===== src/rtl/mul_adr_pkg.sv =====
// Shared widths, FSM state encoding and the expected-result record for the
// multiplier/adder operand generator.
package mul_adr_pkg;

   localparam int OP_W    = 8;
   localparam int PROD_W  = 16;
   localparam int SUM_W   = 9;
   localparam int ERR_W   = 17;
   localparam int LAT_MAX = 4;

   typedef enum logic [1:0] {
      ST_IDLE  = 2'd0,
      ST_RUN   = 2'd1,
      ST_DRAIN = 2'd2,
      ST_DONE  = 2'd3
   } state_e;

   // One presented vector travelling towards the compare point.
   typedef struct packed {
      logic            vld;
      logic            mode;
      logic [OP_W-1:0] a;
      logic [OP_W-1:0] b;
   } exp_t;

   function automatic logic [PROD_W-1:0] ref_prod(input logic [OP_W-1:0] a,
                                                  input logic [OP_W-1:0] b);
      return PROD_W'(a) * PROD_W'(b);
   endfunction

   function automatic logic [SUM_W-1:0] ref_sum(input logic [OP_W-1:0] a,
                                                input logic [OP_W-1:0] b);
      return SUM_W'(a) + SUM_W'(b);
   endfunction

endpackage


===== src/rtl/mul_adr_exp_pipe.sv =====
// LAT-deep delay line aligning presented vectors with the consumer's results;
// LAT = 0 is a straight pass-through.
module mul_adr_exp_pipe
   import mul_adr_pkg::*;
#(
   parameter int LAT = 1
) (
   input  logic clk,
   input  logic rst,
   input  exp_t din,
   output exp_t dout
);

   generate
      if (LAT == 0) begin : g_comb
         logic unused_pipe;
         assign unused_pipe = clk ^ rst;
         assign dout = din;
      end else begin : g_reg
         exp_t stg_q [LAT];
         exp_t stg_d [LAT];

         always_comb begin
            stg_d[0] = din;
            for (int i = 1; i < LAT; i++) stg_d[i] = stg_q[i-1];
         end

         always_ff @(posedge clk or posedge rst) begin
            if (rst) begin
               for (int i = 0; i < LAT; i++) stg_q[i] <= '0;
            end else begin
               for (int i = 0; i < LAT; i++) stg_q[i] <= stg_d[i];
            end
         end

         assign dout = stg_q[LAT-1];
      end
   endgenerate

endmodule


===== src/rtl/mul_adr_opgen.sv =====
// Exhaustive operand sweep generator for an 8x8 multiplier or 8+8 adder, with
// optional result checking enabled by the macro MUL_ADR_OPGEN_CHK_EN.
module mul_adr_opgen
   import mul_adr_pkg::*;
#(
   parameter int LAT = 1
) (
   input  logic              clk,
   input  logic              rst,
   input  logic              start,
   input  logic              mode,
   input  logic              hold,
   output logic [OP_W-1:0]   am_out,
   output logic [OP_W-1:0]   bm_out,
   output logic [OP_W-1:0]   aa_out,
   output logic [OP_W-1:0]   ba_out,
   output logic              op_vld,
   input  logic [PROD_W-1:0] p_in,
   input  logic [SUM_W-1:0]  s_in,
   output logic              busy,
   output logic              done,
   output logic [ERR_W-1:0]  err_cnt,
   output logic [OP_W-1:0]   first_err_a,
   output logic [OP_W-1:0]   first_err_b,
   output state_e            state_dbg
);

   localparam logic [2:0] DRAIN_INIT = (LAT > 0) ? 3'(LAT - 1) : 3'd0;

   state_e          state_q, state_d;
   logic [15:0]     tv_q, tv_d, tv_inc;
   logic            mode_q, mode_d;
   logic [OP_W-1:0] a_q, a_d, b_q, b_d;
   logic            op_vld_q, op_vld_d;
   logic            busy_q, busy_d, done_q, done_d;
   logic [2:0]      drain_q, drain_d;
   logic            clr_chk;

   always_comb begin
      state_d  = state_q;
      tv_d     = tv_q;
      mode_d   = mode_q;
      a_d      = a_q;
      b_d      = b_q;
      op_vld_d = 1'b0;
      drain_d  = drain_q;
      clr_chk  = 1'b0;
      tv_inc   = tv_q + 16'd1;
      case (state_q)
         ST_IDLE, ST_DONE: begin
            if (start) begin
               mode_d   = mode;
               tv_d     = '0;
               a_d      = '0;
               b_d      = '0;
               op_vld_d = 1'b1;
               clr_chk  = 1'b1;
               state_d  = ST_RUN;
            end
         end
         ST_RUN: begin
            // tv holds the vector currently on the ports; advance only when not held.
            if (!hold) begin
               if (tv_q == 16'hFFFF) begin
                  state_d = (LAT == 0) ? ST_DONE : ST_DRAIN;
                  drain_d = DRAIN_INIT;
               end else begin
                  tv_d     = tv_inc;
                  a_d      = tv_inc[15:8];
                  b_d      = tv_inc[7:0];
                  op_vld_d = 1'b1;
               end
            end
         end
         ST_DRAIN: begin
            if (drain_q == 3'd0) state_d = ST_DONE;
            else                 drain_d = drain_q - 3'd1;
         end
         default: state_d = ST_IDLE;
      endcase
      busy_d = (state_d == ST_RUN) || (state_d == ST_DRAIN);
      done_d = (state_d == ST_DONE);
   end

   always_ff @(posedge clk or posedge rst) begin
      if (rst) begin
         state_q  <= ST_IDLE;
         tv_q     <= '0;
         mode_q   <= 1'b0;
         a_q      <= '0;
         b_q      <= '0;
         op_vld_q <= 1'b0;
         busy_q   <= 1'b0;
         done_q   <= 1'b0;
         drain_q  <= '0;
      end else begin
         state_q  <= state_d;
         tv_q     <= tv_d;
         mode_q   <= mode_d;
         a_q      <= a_d;
         b_q      <= b_d;
         op_vld_q <= op_vld_d;
         busy_q   <= busy_d;
         done_q   <= done_d;
         drain_q  <= drain_d;
      end
   end

   // Only the pair selected by the latched mode carries the operands.
   assign am_out    = mode_q ? '0 : a_q;
   assign bm_out    = mode_q ? '0 : b_q;
   assign aa_out    = mode_q ? a_q : '0;
   assign ba_out    = mode_q ? b_q : '0;
   assign op_vld    = op_vld_q;
   assign busy      = busy_q;
   assign done      = done_q;
   assign state_dbg = state_q;

`ifdef MUL_ADR_OPGEN_CHK_EN
   exp_t             pipe_in, pipe_out;
   logic             mismatch;
   logic [ERR_W-1:0] err_cnt_q, err_cnt_d;
   logic [OP_W-1:0]  ferr_a_q, ferr_a_d, ferr_b_q, ferr_b_d;

   assign pipe_in = '{vld: op_vld_q, mode: mode_q, a: a_q, b: b_q};

   mul_adr_exp_pipe #(.LAT(LAT)) u_exp_pipe (
      .clk  (clk),
      .rst  (rst),
      .din  (pipe_in),
      .dout (pipe_out)
   );

   always_comb begin
      mismatch  = 1'b0;
      err_cnt_d = err_cnt_q;
      ferr_a_d  = ferr_a_q;
      ferr_b_d  = ferr_b_q;
      if (pipe_out.vld) begin
         if (pipe_out.mode) mismatch = (s_in != ref_sum(pipe_out.a, pipe_out.b));
         else               mismatch = (p_in != ref_prod(pipe_out.a, pipe_out.b));
      end
      if (clr_chk) begin
         err_cnt_d = '0;
         ferr_a_d  = '0;
         ferr_b_d  = '0;
      end else if (mismatch) begin
         if (err_cnt_q != '1) err_cnt_d = err_cnt_q + 1'b1;
         if (err_cnt_q == '0) begin
            ferr_a_d = pipe_out.a;
            ferr_b_d = pipe_out.b;
         end
      end
   end

   always_ff @(posedge clk or posedge rst) begin
      if (rst) begin
         err_cnt_q <= '0;
         ferr_a_q  <= '0;
         ferr_b_q  <= '0;
      end else begin
         err_cnt_q <= err_cnt_d;
         ferr_a_q  <= ferr_a_d;
         ferr_b_q  <= ferr_b_d;
      end
   end

   assign err_cnt     = err_cnt_q;
   assign first_err_a = ferr_a_q;
   assign first_err_b = ferr_b_q;
`else
   logic unused_chk;
   assign unused_chk  = ^{p_in, s_in, clr_chk};
   assign err_cnt     = '0;
   assign first_err_a = '0;
   assign first_err_b = '0;
`endif

endmodule


===== config.mk =====
export PLATFORM = sky130hd
export DESIGN_NAME = mul_adr_opgen
export DESIGN_NICKNAME = d
export VERILOG_FILES = /design/src/rtl/mul_adr_pkg.sv /design/src/rtl/mul_adr_exp_pipe.sv /design/src/rtl/mul_adr_opgen.sv
export SDC_FILE = /design/constraint.sdc
export NUM_CORES = 1
export LEC_CHECK = 0
export ABC_AREA = 1
export CAP_MARGIN = 0
export CORE_UTILIZATION = 42
export DETAILED_ROUTE_END_ITERATION = 6
export MAX_ROUTING_LAYER = met4
export PLACE_DENSITY_LB_ADDON = 0.3
export SLEW_MARGIN = 20
export SYNTH_ARGS = -nofsm -noshare
export SYNTH_HDL_FRONTEND = slang
export SYNTH_SLANG_ARGS = --single-unit

===== constraint.sdc =====
create_clock -name clk -period 2 [get_ports clk]
set_input_delay 0.4 -clock clk [delete_from_list [all_inputs] [get_ports clk]]
set_output_delay 0.4 -clock clk [all_outputs]
set_load 0.005 [all_outputs]

Met1 routing:
Bar = 20 µm. Cells faint in the background.
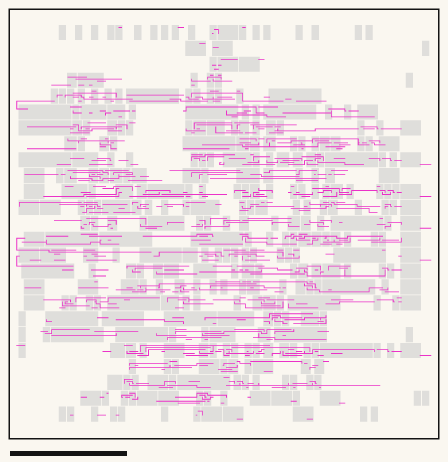
306 nets have wire on it. The layer holds 46% of the routed length. The wires run mostly horizontal. The longest straight run is 26.2 µm.
vias: 1865
GR Util met1: 0.229

Metal 2:
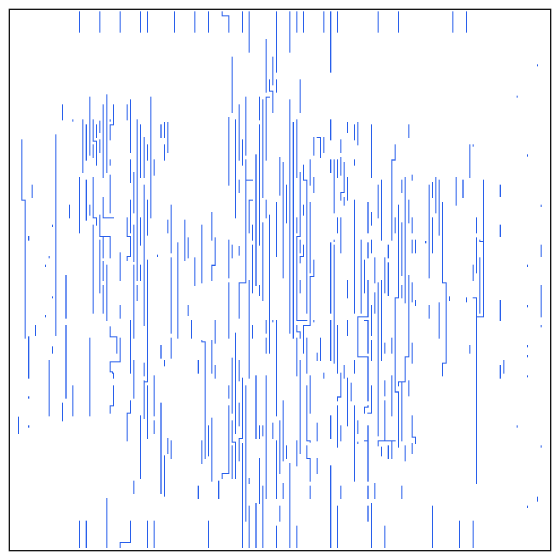
283 nets have wire on it. The longest straight run is 31.6 µm. The layer holds 48% of the routed length. The wires run mostly vertical.
final WL: 4250 µm
M2 GR Usage: 0.310

==> impl_metrics.ini <==
; yosys + openroad results
[outcome]
status = finished, final reports clean

[critical_path]
slowest_delay_ns = 0.50
r2r_start = tv_q[1]$_DFFE_PP0P_
cp-start-kind = flip-flop
crit_end = bm_out[6]
critical_path_depth = 3
worstSetupStartpoint = mode_q$_DFFE_PP0P_
crit_required_ns = 1.60
rr_endpoint = busy$_DFF_PP0_
cp_cell_sequence = buf_12 > nor2_1 > clkdlybuf4s50_1
cp-end-kind = output pin
critical_path_class = reg -> out

[layout]
final_layout_size_suffix_gt1_frac = 0.0861
final_layout_top_logic_cell = nand2_1
postLayoutCoreUtil = 0.532
largest_class = combinational gates
buffers_excl_clock = 47
sh_comb_area = 0.443
ff_count = 25
fin_nets = 397
n_antenna_cell = 0
area_growth_syn_to_layout_pct = 19.5
clock_area_frac = 0.0177
logic_gate_count = 232
nFillCells = 494
stdcell_area_um2 = 2540
seq_share = 0.246
inverters = 52

[logic_synthesis]
avgSynthCellArea_um2 = 6.68
top_area_cell = dfrtp_1
top_cell = nand2_1
synth-main-ff-cell = dfrtp_1
yosysTopAreaCellShare = 0.294
ys_types = 31
yosys_warnings = 0
ys.flops = 25
async_reset_ff_frac = 1.00
ys_cells = 319
edf_count = 0
postSynthSeqShare = 0.294

[detailed_routing]
wl_met2_um = 2040
dr.max_layer_used = met4
ant_nets = 0
drt-met1-wl_um = 1970
first_iter_violations = 127
via_per_inst = 4.37
wl_met3_um = 218

[cts]
clockRootBuffer = clkbuf_8
clk_pin_slew_ns = 0.09
cts_sinks = 25
clk_latency_ns = 0.27
h-tree-depth = 1
cts_buffers = 3

[floorplanning]
boundaryPins = 100
num_rows = 25
fp_util = 0.445
die_h_um = 73.2
chipArea_um2 = 5360

[final_timing]
setup_violations = 0
finalCriticalPeriod_ns = 1.86
max_freq_mhz = 537
worst_slack_ns = 0.137
grt_setup_unrepaired = no
slew_viol_final = 0
fin_crit_sh = 0.932

[placement]
finalWeightedCongestion = 0.880
dpl-instance-area_um2 = 2490
place_hpwl_um = 3270

[power]
ir_drop_mv = 0.661
p_leak_nw = 1.34
power.total_mw = 1.82
cellPowerDensity_nw_per_um2 = 717

[grt]
first_global_vias = 1676
grt_pass1_wl_um = 7380
track_usage = 0.182
grtUsageMet3 = 0.0318
overflow = 0

[run]
warnings = 53
report_power, final:
group | total (mW) | internal [mW] | switching [mW]
clock network | 0.300 | 0.142 | 0.158
logic | 0.879 | 0.345 | 0.534
registers | 0.646 | 0.571 | 0.0750
cell families after synthesis:
kind of cell	share of synthesized area
and+or+nand+nor	0.356
xor gates and xnor gates	0.0123
DFF	0.294
buffers and inverters	0.235
other	0.00176
AOI/OAI and AO/OA	0.0658
adders and majority gates	0.0353
state kept, by name, indices dropped and copies added (netlist names):
signal and flops:
tv_q 16, busy 1, mode_q 1, drain_q 3
op_vld 1, state_dbg 2, done 1
what timing repair did:
item,4_1_cts,5_1_grt
setup buffers,0,1
endpoints found under the setup margin,0,6
hold buffers,0,0
hold endpoints to repair,0,0
gates resized,0,1
